**config.mk**
```make
export PLATFORM = sky130hd
export DESIGN_NAME = debug_cmd_ctrl
export DESIGN_NICKNAME = d
export VERILOG_FILES = /design/src/rtl/debug_cmd_ctrl.sv
export SDC_FILE = /design/constraint.sdc
export NUM_CORES = 1
export LEC_CHECK = 0
export ABC_AREA = 1
export CAP_MARGIN = 0
export CORE_ASPECT_RATIO = 1.25
export CORE_MARGIN = 4
export CORE_UTILIZATION = 44
export CTS_BUF_LIST = sky130_fd_sc_hd__clkbuf_4 sky130_fd_sc_hd__clkbuf_8 sky130_fd_sc_hd__clkbuf_16
export DETAILED_ROUTE_END_ITERATION = 10
export HOLD_SLACK_MARGIN = 0.02
export PLACE_DENSITY = 0.8
export REMOVE_ABC_BUFFERS = 1
export SYNTH_ARGS = -nofsm -noshare
export SYNTH_HDL_FRONTEND = slang
export SYNTH_SLANG_ARGS = --single-unit
```
**constraint.sdc**
```tcl
create_clock -name i_clock -period 4.7 [get_ports i_clock]
set_input_delay 0.705 -clock i_clock [delete_from_list [all_inputs] [get_ports i_clock]]
set_output_delay 0.705 -clock i_clock [all_outputs]
set_load 0.01 [all_outputs]
```
**src/rtl/debug_cmd_ctrl.sv**
```systemverilog
// Debug command sequencer between the MicroBlaze control-frame link and the MIPS pipeline.
// Optional build macro CYCLE_COUNT_EN adds a 32-bit pipeline cycle counter.
module debug_cmd_ctrl #(
  parameter int unsigned NB_CONTROL_FRAME = 32,
  parameter int unsigned NB_INSTR_ADDR    = 9,
  parameter int unsigned NB_ADDR_DATA     = 16,
  parameter int unsigned NB_SEL           = 6,
  parameter int unsigned RD_TIMEOUT       = 15
) (
  input  logic                        i_clock,
  input  logic                        i_reset,
  input  logic [NB_CONTROL_FRAME-1:0] i_frame_from_blaze,
  output logic [NB_CONTROL_FRAME-1:0] o_frame_to_blaze,
  output logic                        o_frame_valid,
  output logic                        o_pipe_enable,
  output logic                        o_pipe_reset,
  input  logic                        i_halt,
  output logic                        o_instr_we,
  output logic [NB_INSTR_ADDR-1:0]    o_instr_addr,
  output logic [NB_CONTROL_FRAME-1:0] o_instr_data,
  output logic                        o_rd_req,
  output logic [NB_SEL-1:0]           o_rd_sel,
  output logic [NB_ADDR_DATA-1:0]     o_rd_addr,
  input  logic [NB_CONTROL_FRAME-1:0] i_rd_data,
  input  logic                        i_rd_valid
);

  localparam int unsigned TMO_W = $clog2(RD_TIMEOUT + 1);

  localparam logic [5:0] CodeStart    = 6'b000001;
  localparam logic [5:0] CodeReset    = 6'b000010;
  localparam logic [5:0] CodeReqData  = 6'b000011;
  localparam logic [5:0] CodeLoadLsb  = 6'b000100;
  localparam logic [5:0] CodeLoadMsb  = 6'b000101;
  localparam logic [5:0] CodeModeGet  = 6'b001000;
  localparam logic [5:0] CodeModeCont = 6'b001001;
  localparam logic [5:0] CodeModeStep = 6'b001010;
  localparam logic [5:0] CodeStep     = 6'b100000;
  localparam logic [5:0] CodeGotData  = 6'b100100;
  localparam logic [5:0] CodeGibData  = 6'b100101;

  typedef enum logic [2:0] {
    StIdle, StRun, StStepWait, StHalted, StRdReq, StRdWait, StRdPresent, StRdAcked
  } state_e;

  state_e                      r_state, w_state_nxt, r_origin, w_origin_nxt, w_eff_state;
  logic                        r_mode, w_mode_nxt, r_err, w_err_nxt;
  logic [5:0]                  r_last_code, w_last_code_nxt;
  logic [15:0]                 r_step_cnt, w_step_cnt_nxt;
  logic                        r_step_pulse, w_step_pulse_nxt;
  logic                        r_valid_prev, r_pipe_reset, w_pipe_reset_nxt;
  logic [NB_ADDR_DATA-1:0]     r_lsb, w_lsb_nxt;
  logic                        r_instr_we, w_instr_we_nxt;
  logic [NB_INSTR_ADDR-1:0]    r_instr_addr, w_instr_addr_nxt;
  logic [NB_CONTROL_FRAME-1:0] r_instr_data, w_instr_data_nxt;
  logic [NB_SEL-1:0]           r_sel, w_sel_nxt;
  logic [1:0]                  r_words, w_words_nxt, r_index, w_index_nxt;
  logic                        r_latch, w_latch_nxt;
  logic [NB_ADDR_DATA-1:0]     r_base_addr, w_base_addr_nxt;
  logic [NB_CONTROL_FRAME-1:0] r_word, w_word_nxt;
  logic [TMO_W-1:0]            r_tmo, w_tmo_nxt;

  logic                        w_accept, w_legal, w_clr_cnt, w_pipe_en, w_running;
  logic [5:0]                  w_code;
  logic [NB_INSTR_ADDR-1:0]    w_atype;
  logic [NB_ADDR_DATA-1:0]     w_addr;
  logic [15:0]                 w_cnt16;
  logic [NB_CONTROL_FRAME-1:0] w_status;
  logic                        w_map_ok, w_map_latch;
  logic [NB_SEL-1:0]           w_map_sel;
  logic [1:0]                  w_map_words;

  assign w_code   = i_frame_from_blaze[31:26];
  assign w_atype  = i_frame_from_blaze[24:16];
  assign w_addr   = i_frame_from_blaze[15:0];
  assign w_accept = i_frame_from_blaze[25] & ~r_valid_prev;

  // A non-GIB command in RD_ACKED closes the readout and is judged against the origin state.
  assign w_eff_state = (r_state == StRdAcked && w_code != CodeGibData) ? r_origin : r_state;

`ifdef CYCLE_COUNT_EN
  logic [31:0] r_cycle_cnt;
  logic        w_map_cyc;
  assign w_cnt16 = r_cycle_cnt[15:0];

  always_ff @(posedge i_clock or negedge i_reset) begin
    if (!i_reset)       r_cycle_cnt <= '0;
    else if (w_clr_cnt) r_cycle_cnt <= '0;
    else if (w_pipe_en) r_cycle_cnt <= r_cycle_cnt + 32'd1;
  end
`else
  assign w_cnt16 = r_step_cnt;
`endif

  always_comb begin
    w_map_ok    = 1'b1;
    w_map_sel   = '0;
    w_map_words = 2'd1;
    w_map_latch = 1'b1;
`ifdef CYCLE_COUNT_EN
    w_map_cyc   = 1'b0;
`endif
    case (w_atype)
      9'h001: begin w_map_sel = 6'b100000; w_map_latch = 1'b0; end
      9'h002: begin w_map_sel = 6'b100001; w_map_latch = 1'b0; end
      9'h004: begin w_map_sel = 6'b000000; w_map_latch = 1'b0; end
      9'h005: begin w_map_sel = 6'b000001; w_map_latch = 1'b0; end
      9'h008: w_map_sel = 6'b100100;
      9'h009: begin w_map_sel = 6'b100101; w_map_words = 2'd2; end
      9'h010: begin w_map_sel = 6'b100110; w_map_words = 2'd3; end
      9'h011: begin w_map_sel = 6'b100111; w_map_words = 2'd2; end
      9'h020: begin w_map_sel = 6'b101000; w_map_words = 2'd2; end
      9'h021: begin w_map_sel = 6'b101001; w_map_words = 2'd2; end
      9'h040: begin w_map_sel = 6'b101010; w_map_words = 2'd2; end
      9'h041: begin w_map_sel = 6'b101011; w_map_words = 2'd2; end
`ifdef CYCLE_COUNT_EN
      9'h006: begin w_map_cyc = 1'b1; w_map_latch = 1'b0; end
`endif
      default: w_map_ok = 1'b0;
    endcase
  end

  always_comb begin
    w_state_nxt      = r_state;
    w_origin_nxt     = r_origin;
    w_mode_nxt       = r_mode;
    w_err_nxt        = r_err;
    w_last_code_nxt  = r_last_code;
    w_step_cnt_nxt   = r_step_cnt;
    w_step_pulse_nxt = 1'b0;
    w_pipe_reset_nxt = 1'b0;
    w_lsb_nxt        = r_lsb;
    w_instr_we_nxt   = 1'b0;
    w_instr_addr_nxt = r_instr_addr;
    w_instr_data_nxt = r_instr_data;
    w_sel_nxt        = r_sel;
    w_words_nxt      = r_words;
    w_index_nxt      = r_index;
    w_latch_nxt      = r_latch;
    w_base_addr_nxt  = r_base_addr;
    w_word_nxt       = r_word;
    w_tmo_nxt        = r_tmo;
    w_clr_cnt        = 1'b0;
    w_legal          = 1'b0;

    unique case (r_state)
      StRun, StStepWait: if (i_halt) w_state_nxt = StHalted;
      StRdReq: begin
        w_state_nxt = StRdWait;
        w_tmo_nxt   = '0;
      end
      StRdWait: begin
        if (i_rd_valid) begin
          w_word_nxt  = i_rd_data;
          w_state_nxt = StRdPresent;
        end else if (r_tmo == TMO_W'(RD_TIMEOUT - 1)) begin
          w_err_nxt   = 1'b1;
          w_state_nxt = r_origin;
        end else begin
          w_tmo_nxt = r_tmo + 1'b1;
        end
      end
      default: ;
    endcase

    if (w_accept) begin
      w_last_code_nxt = w_code;
      case (w_code)
        CodeReset, CodeModeGet:     w_legal = 1'b1;
        CodeStart, CodeLoadLsb,
        CodeLoadMsb:                w_legal = (w_eff_state == StIdle);
        CodeReqData:                w_legal = w_map_ok &&
                                              (w_eff_state inside {StIdle, StStepWait, StHalted});
        CodeModeCont, CodeModeStep: w_legal = (w_eff_state inside {StIdle, StHalted});
        CodeStep:                   w_legal = (w_eff_state == StStepWait);
        CodeGotData:                w_legal = (r_state == StRdPresent);
        CodeGibData:                w_legal = (r_state == StRdAcked);
        default:                    w_legal = 1'b0;
      endcase

      if (!w_legal) begin
        w_err_nxt = 1'b1;
      end else begin
        if (r_state == StRdAcked && w_code != CodeGibData) w_state_nxt = r_origin;
        case (w_code)
          CodeReset: begin
            w_state_nxt      = StIdle;
            w_pipe_reset_nxt = 1'b1;
            w_err_nxt        = 1'b0;
            w_step_cnt_nxt   = '0;
            w_clr_cnt        = 1'b1;
          end
          CodeStart:    w_state_nxt = r_mode ? StStepWait : StRun;
          CodeModeCont: w_mode_nxt = 1'b0;
          CodeModeStep: w_mode_nxt = 1'b1;
          CodeStep: begin
            w_step_pulse_nxt = 1'b1;
            w_step_cnt_nxt   = r_step_cnt + 16'd1;
          end
          CodeLoadLsb: w_lsb_nxt = w_addr;
          CodeLoadMsb: begin
            w_instr_we_nxt   = 1'b1;
            w_instr_addr_nxt = w_atype;
            w_instr_data_nxt = {w_addr, r_lsb};
          end
          CodeReqData: begin
            w_origin_nxt    = w_eff_state;
            w_sel_nxt       = w_map_sel;
            w_words_nxt     = w_map_words;
            w_latch_nxt     = w_map_latch;
            w_base_addr_nxt = w_addr;
            w_index_nxt     = '0;
            w_state_nxt     = StRdReq;
`ifdef CYCLE_COUNT_EN
            if (w_map_cyc) begin
              w_word_nxt  = r_cycle_cnt;
              w_state_nxt = StRdPresent;
            end
`endif
          end
          CodeGotData: w_state_nxt = StRdAcked;
          CodeGibData: begin
            if ({1'b0, r_index} + 3'd1 < {1'b0, r_words}) begin
              w_index_nxt = r_index + 2'd1;
              w_state_nxt = StRdReq;
            end else begin
              w_err_nxt   = 1'b1;
              w_state_nxt = r_origin;
            end
          end
          default: ;
        endcase
      end
    end
  end

  always_ff @(posedge i_clock or negedge i_reset) begin
    if (!i_reset) begin
      r_state      <= StIdle;
      r_origin     <= StIdle;
      r_mode       <= 1'b0;
      r_err        <= 1'b0;
      r_last_code  <= '0;
      r_step_cnt   <= '0;
      r_step_pulse <= 1'b0;
      r_valid_prev <= 1'b0;
      r_pipe_reset <= 1'b0;
      r_lsb        <= '0;
      r_instr_we   <= 1'b0;
      r_instr_addr <= '0;
      r_instr_data <= '0;
      r_sel        <= '0;
      r_words      <= '0;
      r_index      <= '0;
      r_latch      <= 1'b0;
      r_base_addr  <= '0;
      r_word       <= '0;
      r_tmo        <= '0;
    end else begin
      r_state      <= w_state_nxt;
      r_origin     <= w_origin_nxt;
      r_mode       <= w_mode_nxt;
      r_err        <= w_err_nxt;
      r_last_code  <= w_last_code_nxt;
      r_step_cnt   <= w_step_cnt_nxt;
      r_step_pulse <= w_step_pulse_nxt;
      r_valid_prev <= i_frame_from_blaze[25];
      r_pipe_reset <= w_pipe_reset_nxt;
      r_lsb        <= w_lsb_nxt;
      r_instr_we   <= w_instr_we_nxt;
      r_instr_addr <= w_instr_addr_nxt;
      r_instr_data <= w_instr_data_nxt;
      r_sel        <= w_sel_nxt;
      r_words      <= w_words_nxt;
      r_index      <= w_index_nxt;
      r_latch      <= w_latch_nxt;
      r_base_addr  <= w_base_addr_nxt;
      r_word       <= w_word_nxt;
      r_tmo        <= w_tmo_nxt;
    end
  end

  assign w_pipe_en = (r_state == StRun) | r_step_pulse;
  assign w_running = (r_state == StRun) | (r_state == StStepWait);
  assign w_status  = {r_last_code, r_err, (r_state == StHalted), w_running, r_mode, 6'b0, w_cnt16};

  assign o_frame_valid    = (r_state == StRdPresent);
  assign o_frame_to_blaze = o_frame_valid ? r_word : w_status;
  assign o_pipe_enable    = w_pipe_en;
  assign o_pipe_reset     = r_pipe_reset;
  assign o_instr_we       = r_instr_we;
  assign o_instr_addr     = r_instr_addr;
  assign o_instr_data     = r_instr_data;
  assign o_rd_req         = (r_state == StRdReq);
  assign o_rd_sel         = r_sel;
  assign o_rd_addr        = r_latch ? {{(NB_ADDR_DATA - 2){1'b0}}, r_index} : r_base_addr;

endmodule

```
Fig. 1: run 1, metal 1
Supply wires on this layer in grey.
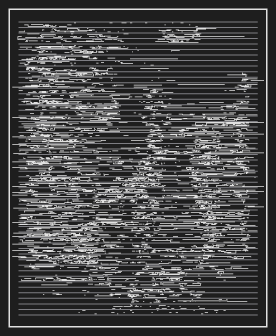
main direction: horizontal
nets with wire on the layer: 1,077
share of all routed wire: 41%
vias after detailed routing: 7,114
GR Util met1: 0.254
Total Routed Length: 20.1 mm

Fig. 2: run 1, signal wires on met2
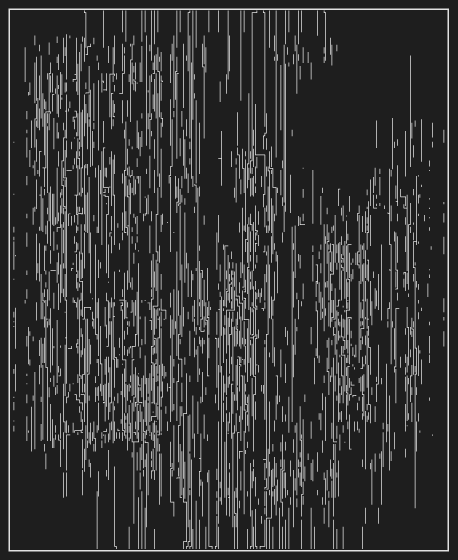
longest straight run: 56.1 um
main direction: vertical
M2 GR Usage: 0.360

Fig. 3: run 1, signal wires on met3
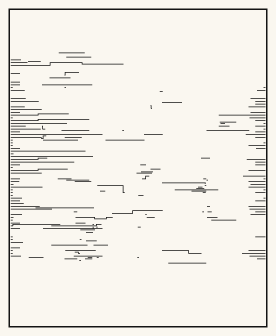
nets with wire on the layer: 144
main direction: horizontal
wire length on this layer: 1,500 um
M3 GR Usage: 0.0584

Fig. 4: run 1, met4 routing
The bar under the picture is 50 um long. Supply wires on this layer in grey.
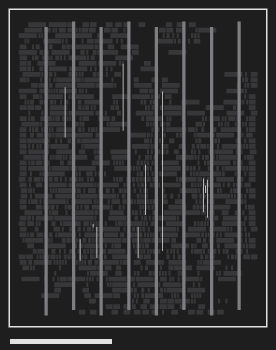
wire length on this layer: 239 um
share of all routed wire: 1.2%
nets with wire on the layer: 10

==> impl_metrics.yaml, run 1 <==
# generated from flow reports
run_status:
  outcome: "finished clean"
logic_synthesis:
  mux_area_frac: 0.00294
  synthTopCellsByCount: "nand2_1, dfrtp_1, nand4_1"
  xor_area_frac: 0.00687
  compound_area_frac: 0.0549
  yosys-stat-cells: 989
  syn_inst: 989
die:
  die_h_um: 155
critical_path:
  r2r_end: "r_index[0]"
  crit_fanout: 28
  r2r_start: "r_state[1]"
  worstPathArrival_ps: 2640
sta:
  setup_violations: 0
  rsz0062_at_grt: "no"
  clock_skew_ps: 6.73
  max_slew_margin: 0.306
finish:
  signal_buffers: 177
  diodes: 0
  clockBufferCount: 22
  biggestCellCategory: "sequential cells"
  clkCellAreaFrac: 0.0565
global_route:
  grt_pass1_vias: 7014
  grt_pass1_wl_mm: 33.4
cts:
  clockBufferDepth: 2
  cts_max_level: 4
  cts-root-buf: "clkbuf_16"
route:
  drt_iter0_drc: 589
  avgViaCountPerCell: 5.21
  postRouteAntennaNets: 0
run:
  drv_cap: 0
place:
  dp_hpwl_mm: 13.6
run 1: worst max-delay path by stage:
stage	start	cells past startpoint	endpoint
after floorplan	i_frame_from_blaze[25]	5	o_instr_addr[0]
after global placement	i_frame_from_blaze[31]	17	r_index[0]
after detailed placement	i_frame_from_blaze[31]	17	r_index[0]
after CTS	r_state[1]	7	o_frame_to_blaze[11]
after global routing	r_state[1]	7	o_frame_to_blaze[11]
final	r_state[1]	7	o_frame_to_blaze[11]
run 1: critical path: stages, from the launching register on:
cell and delay, ps:
dfrtp_1 430, inv_1 90, or2_1 260, nor2_4 340, buf_4 340, nand2_1 70, o21ai_0 110, clkdlybuf4s50_1 580
run 1: flip-flops by register name, summed over array words and instances, names as in the netlist, 5 cells and up:
signal,cells
o_instr_addr,9
o_instr_data,32
o_rd_sel,5
r_base_addr,16
r_last_code,6
r_lsb,16
r_step_cnt,16
r_word,32
run 1: metrics by stage:
| stage | utilization | hold WS, ps | instances | setup slack (ps) | area, um^2 |
|---|---|---|---|---|---|
| global placement | 0.556 | 451 | 1333 | 1140 | 9440 |
| CTS | 0.589 | 414 | 1365 | 1330 | 10000 |
| global route | 0.589 | 443 | 1365 | 1130 | 10000 |
| finish | 0.589 | 391 | 1365 | 1360 | 10000 |
| detailed placement | 0.556 | 457 | 1333 | 1010 | 9440 |
| floorplan | - | 409 | 936 | -1420 | 7390 |
run 1: metal layers:
layer | vias up | global-route usage | part of all wire
met1 | 3356 | 0.254 | 0.41
li1 | 3486 | - | -
met3 | 27 | 0.0584 | 0.074
met4 | 0 | 0.0542 | 0.012
met2 | 245 | 0.360 | 0.50
met5 | - | 0 | 0
run 1: power by group:
group          total, mW  switching (mW)  internal, mW
Sequential          1.66           0.129          1.53
Clock               1.30           0.535         0.766
Combinational       1.01           0.613         0.396
Total               3.97            1.28          2.69
Fig. 5: run 1, the clock network
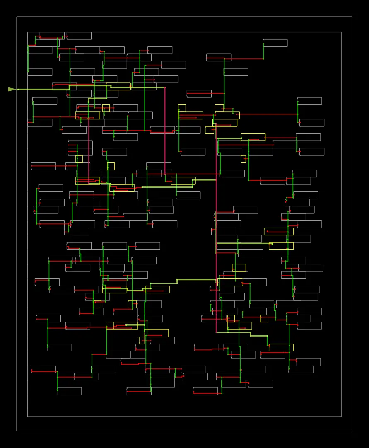

==> inputs of run 2 (changes only) <==
--- a/config.mk
+++ b/config.mk
@@ -13,7 +13,7 @@
 export CTS_BUF_LIST = sky130_fd_sc_hd__clkbuf_4 sky130_fd_sc_hd__clkbuf_8 sky130_fd_sc_hd__clkbuf_16
 export DETAILED_ROUTE_END_ITERATION = 10
 export HOLD_SLACK_MARGIN = 0.02
-export PLACE_DENSITY = 0.8
+export PLACE_DENSITY = 0.83
 export REMOVE_ABC_BUFFERS = 1
 export SYNTH_ARGS = -nofsm -noshare
 export SYNTH_HDL_FRONTEND = slang
==> constraint.sdc (replaced) <==
create_clock -name i_clock -period 2.8 [get_ports i_clock]
set_input_delay 0.42 -clock i_clock [delete_from_list [all_inputs] [get_ports i_clock]]
set_output_delay 0.42 -clock i_clock [all_outputs]
set_load 0.01 [all_outputs]
Fig. 6: run 2, the clock network
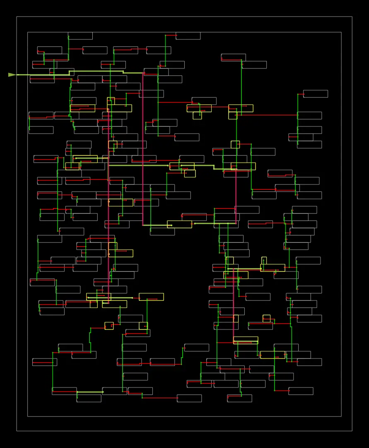
clk latency late pin: 420 ps
clk pwr: 2.14 mW

Fig. 7: run 2, signal wires on met3
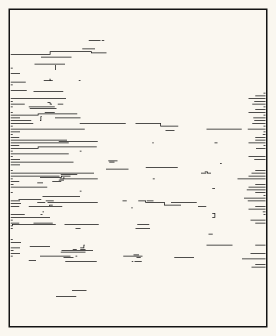
vias after detailed routing: 7,136
M3 GR Usage: 0.0532
Total Routed Length: 20.7 mm

Fig. 8: run 2, metal 1
Supply wires on this layer in grey.
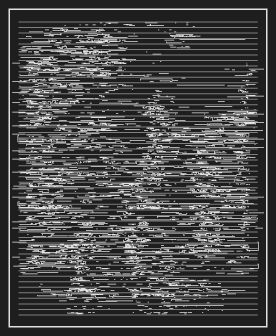
main direction: horizontal
wire length on this layer: 8,390 um
GR Util met1: 0.257

==> run 2 against run 1 <==
Net effect: worst setup slack worse by 1200 ps; combinational power rose by 82%; hold slack better by 68 ps; non-clock buffer count grew 17; largest power group unchanged.
==> impl_metrics.yaml, run 2 <==
# generated from flow reports
cts:
  cts-root-buf: "clkbuf_16"
  cts_max_level: 4
critical_path:
  crit_chain: "or2_1 -> nor2_4 -> buf_6 -> inv_4 -> nand2_1 -> nand2_1 -> clkdlybuf4s50_1"
  cpPeakStageDelay_ps: 470
  path_common_cell: "nand2_1"
power_and_ir_drop:
  internal-power_mw: 4.51
  power_switching_share: 0.334
  p_seq_frac: 0.411
  p_comb_mw: 1.84
  powerSeq_mw: 2.78
  maxPowerGroup: "registers"
  p_comb_frac: 0.272
  clkPwrFrac: 0.317
sta:
  setup_violations: 0
  max_slew_margin: 0.591
  setup_ws_ps: 121
place:
  placed_cells: 1349
  dp_slack_ps: 63.4
route:
  postRouteAntennaNets: 0
  highest_layer: "met4"
  dr_wl_met3_mm: 1.39
logic_synthesis:
  synthTopCellsByCount: "nand2_1, dfrtp_1, nand4_1"
  syn_inst: 989
global_route:
  grt_pass1_vias: 7228
  grt_pass1_wl_mm: 34.6
run_status:
  outcome: "finished clean"
run:
  drv_cap: 0
finish:
  fin_cells: 1382
die:
  die_h_um: 155
## run 2: logic make-up (layout without fill, tap and decap cells)
kind of cell             after synthesis  after routing  synth area share
flip-flops                           153            153             0.500
adder cells (fa/ha/maj)                5              5           0.00916
AND/OR/NAND/NOR                      604            604             0.349
buffers and inverters                139            312            0.0764
XOR/XNOR                               6              6           0.00687
AND-OR/OR-AND                         79             79            0.0549
other                                  1              1          0.000490
multiplexers                           2              2           0.00294
## run 2: per-layer routing
layer,global-route usage,vias to the layer above
li1,-,3525
met1,0.257,3330
met2,0.380,252
met3,0.0532,29
met4,0.0680,0
met5,0,-
## run 2: repair_timing
action | in CTS | in global routing
hold buffers | 1 | 0
setup endpoints to repair | 10 | 19
endpoints found under the hold margin | 46 | 0
pin swaps | 0 | 0
gates resized | 2 | 5
## run 2: path summary, 6_finish.rpt
check / startpoint / slack [ps] / to
max in group asynchronous: i_reset / 1560 / o_instr_data[2]
min: i_frame_from_blaze[25] / 460 / r_valid_prev
max: r_state[0] / 120 / o_frame_to_blaze[22]
min in group asynchronous: i_reset / 570 / r_word[5]
max reg2reg: r_state[0] / 430 / r_lsb[10]
min reg2reg: r_base_addr[1] / 470 / r_base_addr[1]
## run 2: through the flow
step	utilization	instance area (um^2)	hold slack, ps	TNS (ps)
finish	0.603	10200	459	0
global route	0.603	10200	461	0
CTS	0.602	10200	446	0
detailed placement	0.568	9650	454	0
global placement	0.568	9650	450	0
floorplan	-	7390	124	-286100
## run 2: final cells by class
type | count | area [um^2]
clock inverters | 14 | 113
repair buffers | 194 | 1990
clock buffers | 18 | 439
well taps | 220 | 275
inverters | 86 | 325
fillers | 1526 | 6750
multi-input cells | 697 | 3260
flip-flops and latches | 153 | 3830
Power is estimated from default activity; no workload was simulated.
